**src/rtl/end_keygen_sequencer_if.sv**
```systemverilog
// Bus between the key sequencer (master) and the e/d key generator (slave).
// The master drives reset/enable/phi; the generator returns a one-cycle e/d result.
interface end_keygen_sequencer_if #(
  parameter int W = 32
);
  logic         kg_rst;
  logic         kg_en;
  logic [W-1:0] kg_phi;
  logic         kg_keys_valid;
  logic [W-1:0] kg_e_key;
  logic [W-1:0] kg_d_key;

  modport master (
    output kg_rst, kg_en, kg_phi,
    input  kg_keys_valid, kg_e_key, kg_d_key
  );

  modport slave (
    input  kg_rst, kg_en, kg_phi,
    output kg_keys_valid, kg_e_key, kg_d_key
  );
endinterface

```
**src/rtl/end_keygen_sequencer.sv**
```systemverilog
// Controller for the e/d key generator: flushes, enables, supervises each attempt
// with a timeout and bounded retries, and latches the resulting key pair.
module end_keygen_sequencer #(
  parameter int W            = 32,
  parameter int FLUSH_CYCLES = 4,
  parameter int TIMEOUT      = 65535,
  parameter int MAX_RETRY    = 3
) (
  input  logic                   clk,
  input  logic                   rst,
  input  logic                   start,
  input  logic                   abort,
  input  logic [W-1:0]           phi_in,
  end_keygen_sequencer_if.master kg,
  output logic                   busy,
  output logic                   keys_ready,
  output logic                   error,
  output logic [W-1:0]           e_key,
  output logic [W-1:0]           d_key
);

  localparam int FCW = (FLUSH_CYCLES > 2) ? $clog2(FLUSH_CYCLES) : 1;
  localparam int RCW = (MAX_RETRY > 1) ? $clog2(MAX_RETRY + 1) : 1;
  localparam logic [FCW-1:0] FLUSH_LAST = FCW'(FLUSH_CYCLES - 1);
  localparam logic [15:0]    TIMER_LAST = 16'(TIMEOUT - 1);
  localparam logic [RCW-1:0] RETRY_MAX  = RCW'(MAX_RETRY);
  localparam logic [W-1:0]   PHI_MIN    = W'(32'd3);

  typedef enum logic [2:0] {
    ST_IDLE  = 3'd0,
    ST_FLUSH = 3'd1,
    ST_RUN   = 3'd2,
    ST_DONE  = 3'd3,
    ST_ERROR = 3'd4
  } state_e;

  state_e         state_r, state_nxt_s;
  logic [FCW-1:0] flush_cnt_r;
  logic [15:0]    timer_r;
  logic [RCW-1:0] retry_cnt_r;
  logic [W-1:0]   kg_phi_r, e_key_r, d_key_r;
  logic           kg_en_r, busy_r, keys_ready_r, error_r;
  logic           load_phi_s, load_keys_s, retry_inc_s, keys_ok_s, attempt_end_s;

  // Next-state decode; abort dominates start and a same-cycle valid.
  always_comb begin
    state_nxt_s   = state_r;
    load_phi_s    = 1'b0;
    load_keys_s   = 1'b0;
    retry_inc_s   = 1'b0;
    keys_ok_s     = kg.kg_keys_valid && (kg.kg_e_key != '0) &&
                    (kg.kg_e_key < kg_phi_r) && (kg.kg_d_key < kg_phi_r);
    // A malformed result ends the attempt exactly like a timeout.
    attempt_end_s = (kg.kg_keys_valid && !keys_ok_s) || (timer_r == TIMER_LAST);
    if (abort) begin
      state_nxt_s = ST_IDLE;
    end else begin
      case (state_r)
        ST_IDLE, ST_DONE, ST_ERROR: begin
          if (start && (phi_in >= PHI_MIN)) begin
            load_phi_s  = 1'b1;
            state_nxt_s = ST_FLUSH;
          end else if (start) begin
            state_nxt_s = ST_ERROR;
          end else begin
            state_nxt_s = state_r;
          end
        end
        ST_FLUSH: begin
          if (flush_cnt_r == FLUSH_LAST) state_nxt_s = ST_RUN;
          else                           state_nxt_s = ST_FLUSH;
        end
        ST_RUN: begin
          if (keys_ok_s) begin
            load_keys_s = 1'b1;
            state_nxt_s = ST_DONE;
          end else if (attempt_end_s && (retry_cnt_r < RETRY_MAX)) begin
            retry_inc_s = 1'b1;
            state_nxt_s = ST_FLUSH;
          end else if (attempt_end_s) begin
            state_nxt_s = ST_ERROR;
          end else begin
            state_nxt_s = ST_RUN;
          end
        end
        default: state_nxt_s = ST_IDLE;
      endcase
    end
  end

  // State, flush/run timers and retry count.
  always_ff @(posedge clk) begin
    if (rst) begin
      state_r     <= ST_IDLE;
      flush_cnt_r <= '0;
      timer_r     <= 16'd0;
      retry_cnt_r <= '0;
    end else begin
      state_r <= state_nxt_s;
      if ((state_r == ST_FLUSH) && (state_nxt_s == ST_FLUSH)) flush_cnt_r <= flush_cnt_r + 1'b1;
      else                                                   flush_cnt_r <= '0;
      if ((state_r == ST_RUN) && (state_nxt_s == ST_RUN)) timer_r <= timer_r + 16'd1;
      else                                               timer_r <= 16'd0;
      if (load_phi_s)       retry_cnt_r <= '0;
      else if (retry_inc_s) retry_cnt_r <= retry_cnt_r + 1'b1;
      else                  retry_cnt_r <= retry_cnt_r;
    end
  end

  // Registered outputs decoded from the next state, plus phi/key capture.
  always_ff @(posedge clk) begin
    if (rst) begin
      kg_en_r      <= 1'b0;
      busy_r       <= 1'b0;
      keys_ready_r <= 1'b0;
      error_r      <= 1'b0;
      kg_phi_r     <= '0;
      e_key_r      <= '0;
      d_key_r      <= '0;
    end else begin
      kg_en_r      <= (state_nxt_s == ST_RUN);
      busy_r       <= (state_nxt_s == ST_FLUSH) || (state_nxt_s == ST_RUN);
      keys_ready_r <= (state_nxt_s == ST_DONE);
      error_r      <= (state_nxt_s == ST_ERROR);
      if (load_phi_s) kg_phi_r <= phi_in;
      else            kg_phi_r <= kg_phi_r;
      if (load_keys_s) begin
        e_key_r <= kg.kg_e_key;
        d_key_r <= kg.kg_d_key;
      end else begin
        e_key_r <= e_key_r;
        d_key_r <= d_key_r;
      end
    end
  end

  assign kg.kg_rst   = rst | (state_r == ST_FLUSH);
  assign kg.kg_en    = kg_en_r;
  assign kg.kg_phi   = kg_phi_r;
  assign busy        = busy_r;
  assign keys_ready  = keys_ready_r;
  assign error       = error_r;
  assign e_key       = e_key_r;
  assign d_key       = d_key_r;

endmodule
```
**src/flat_wrapper.sv**
```systemverilog
// flat-port wrapper written by rule: the top's interface ports become plain ports
module end_keygen_sequencer_flat 
#(
  parameter int W            = 32,
  parameter int FLUSH_CYCLES = 4,
  parameter int TIMEOUT      = 65535,
  parameter int MAX_RETRY    = 3
)
  (clk, rst, start, abort, phi_in, busy, keys_ready, error, e_key, d_key, kg_kg_rst, kg_kg_en, kg_kg_phi, kg_kg_keys_valid, kg_kg_e_key, kg_kg_d_key);
  end_keygen_sequencer_if #(.W(W)) kg_i ();
  input  logic clk;
  input  logic rst;
  input  logic start;
  input  logic abort;
  input  logic [W-1:0] phi_in;
  output logic busy;
  output logic keys_ready;
  output logic error;
  output logic [W-1:0] e_key;
  output logic [W-1:0] d_key;
  output wire logic [$bits(kg_i.kg_rst)-1:0] kg_kg_rst;
  output wire logic [$bits(kg_i.kg_en)-1:0] kg_kg_en;
  output wire logic [$bits(kg_i.kg_phi)-1:0] kg_kg_phi;
  input wire logic [$bits(kg_i.kg_keys_valid)-1:0] kg_kg_keys_valid;
  input wire logic [$bits(kg_i.kg_e_key)-1:0] kg_kg_e_key;
  input wire logic [$bits(kg_i.kg_d_key)-1:0] kg_kg_d_key;
  assign kg_kg_rst = kg_i.kg_rst;
  assign kg_kg_en = kg_i.kg_en;
  assign kg_kg_phi = kg_i.kg_phi;
  assign kg_i.kg_keys_valid = kg_kg_keys_valid;
  assign kg_i.kg_e_key = kg_kg_e_key;
  assign kg_i.kg_d_key = kg_kg_d_key;
  end_keygen_sequencer #(.W(W), .FLUSH_CYCLES(FLUSH_CYCLES), .TIMEOUT(TIMEOUT), .MAX_RETRY(MAX_RETRY)) u_core (.clk(clk), .rst(rst), .start(start), .abort(abort), .phi_in(phi_in), .kg(kg_i), .busy(busy), .keys_ready(keys_ready), .error(error), .e_key(e_key), .d_key(d_key));
endmodule
```
**config.mk**
```make
export PLATFORM = sky130hd
export DESIGN_NAME = end_keygen_sequencer_flat
export DESIGN_NICKNAME = d
export VERILOG_FILES = /design/src/rtl/end_keygen_sequencer_if.sv /design/src/rtl/end_keygen_sequencer.sv /design/src/flat_wrapper.sv
export SDC_FILE = /design/constraint.sdc
export NUM_CORES = 1
export LEC_CHECK = 0
export ABC_CLOCK_PERIOD_IN_PS = 3600
export CELL_PAD_IN_SITES_DETAIL_PLACEMENT = 1
export CELL_PAD_IN_SITES_GLOBAL_PLACEMENT = 1
export CORE_ASPECT_RATIO = 1.2
export CORE_MARGIN = 1
export CORE_UTILIZATION = 36
export CTS_CLUSTER_DIAMETER = 40
export CTS_CLUSTER_SIZE = 25
export DETAILED_ROUTE_END_ITERATION = 8
export PLACE_DENSITY_LB_ADDON = 0.1
export SYNTH_ARGS = -nofsm -noshare
export SYNTH_HDL_FRONTEND = slang
export SYNTH_SLANG_ARGS = --single-unit
```
**constraint.sdc**
```tcl
create_clock -name clk -period 3.6 [get_ports clk]
set_input_delay 1.08 -clock clk [delete_from_list [all_inputs] [get_ports clk]]
set_output_delay 1.08 -clock clk [all_outputs]
set_load 0.03 [all_outputs]
```
==> images/clock_map.png <==
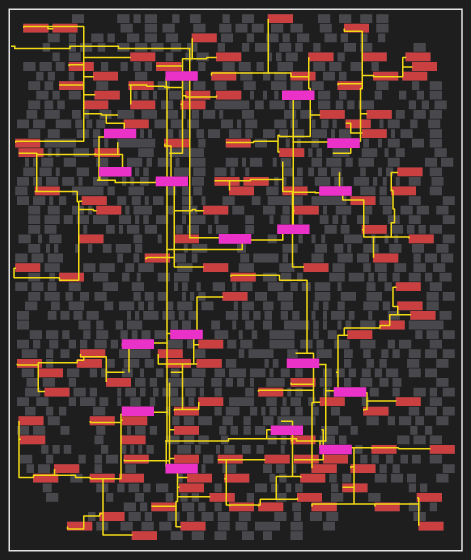
[cells driving clock nets] magenta | count: 17
[clock wires] yellow | length: 1900 microns
[flip-flops] red | count: 123
flops lie: spread over the die
routed clock nets: 18

==> images/pdn.png <==
The bar under the picture is 50 microns long. Pins as bars on the die edge.
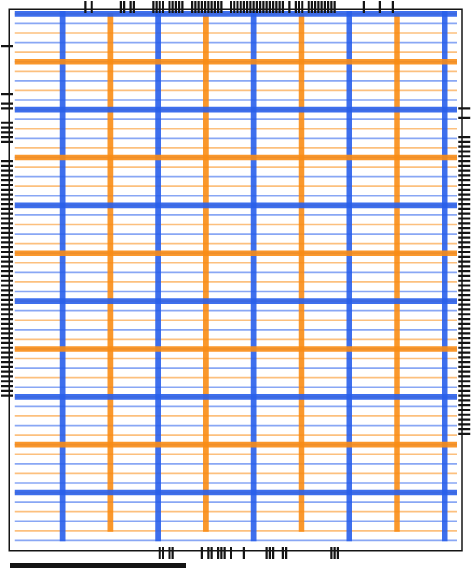
[VDD] orange
[VSS] blue
signal pins: 202
met1 rails: 56

==> images/metal_stack.png <==
The bar under the picture is 50 microns long.
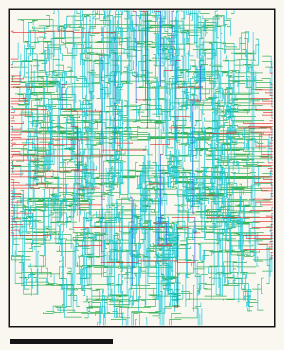
[met1] green | wire length: 9550 microns
[met3] red | wire length: 1170 microns
[met4] blue | wire length: 698 microns
[met2] cyan | wire length: 12900 microns

==> images/cell_classes.png <==
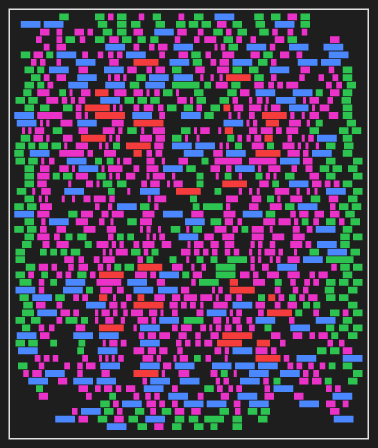
[other buffers and delay cells] green | cells: 274
[all other logic] magenta | cells: 574
[flops] blue | cells: 123
[clock drivers and dummy loads] red | cells: 32

==> images/final_congestion.png <==
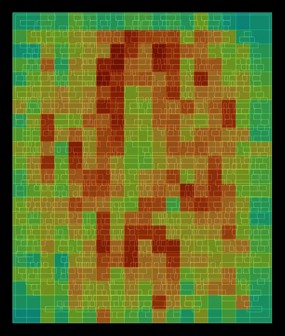
post-layout util: 55.7%
gr usage total: 24.8%
met3 Use GR: 5.57%
gr busiest metal: met2
drt wl/cell: 19.3 microns

==> reports/results.txt <==
Core footprint: 18800 sq um
Chip Width: 128 microns
Proportion of layout cells with a drive suffix above 1: 13.8%
Antenna cells: 1
Hpwl dp: 18600 microns
Post-CTS Resized: 19
Inserted Clock Buffers: 17
Largest net degree at the start of global routing: 112
Synth logic family: simple AND/OR/NAND/NOR gates
Syn Nets: 898
Register area share after synthesis: 35.8%
Post-synth mux share: 14.1%
Clock Skew: 0.0103 ns
Hold buffer count at CTS: 0
Postcts setup bufs: 3
Post-synth top area cell: dfxtp_1
Top delay family on crit path: simple AND/OR/NAND/NOR gates
Comb pwr: 0.603 mW
Critical path's slowest cell: or4b_4
Non-clock buffer count: 274
Cell Area, Synth: 6880 sq um
Logic share of the area: 40.2%
CLK BUF: 20
M1 WL: 9540 microns
Tmin final: 3.51 ns
Critical path arrival: 3.87 ns
Fmax achieved: 285 MHz
Non-filler instance count after layout: 1260
Yosys reg bits: 123
Worst Slack Setup Final: 0.0904 ns
Pwr per Cell Area: 373 nW/um^2
Fin area: 10500 sq um
Async SR Flop Fraction: 0%
Cycle use final: 97.5%
Critical path endpoint category: register
Worst reg2reg path startpoint: u_core.kg.kg_phi[17]
Worst Hold Class: reg -> reg
Most numerous logic cell after layout: clkdlybuf4s50_1
Met3 wire length: 1170 microns
Psw: 0.992 mW
Clock Path Buffers: 2
Drt first-iter violations: 262
Crit-path max cell delay: 0.51 ns
Yosys Chip Area: 6880 sq um
Vias per inst: 5.09
Non-clock buffer share of cell area: 25.7%
Total gr overflow: 0
DR WL met2: 12900 microns
Hold Slack: 0.442 ns
Worst hold path stage count: 1
Syn Inst Count: 731
Setup TNS: 0 ns
Flops: 123
Worst Setup EP: u_core.timer_r[15]
Main flop type: dfxtp_1
Status: finished clean
Comb gate area: 4200 sq um
Via count: 6413
Final hold viol count: 0
Worst Hold Launch: u_core.flush_cnt_r[0]
Slew @ Worst Pin: 0.962 ns
Placed cells: 1222
ClkCell Share: 6.24%
Setup-failing EPs final: 0
Comb gates: 537
Critical Path RT: 3.96 ns
Aoi share: 6.69%
Syn_area_per_cell: 9.41 sq um
GRT met2 Usage: 46.8%
Flop pwr share: 35.8%
Power and IR drop assume default switching activity.
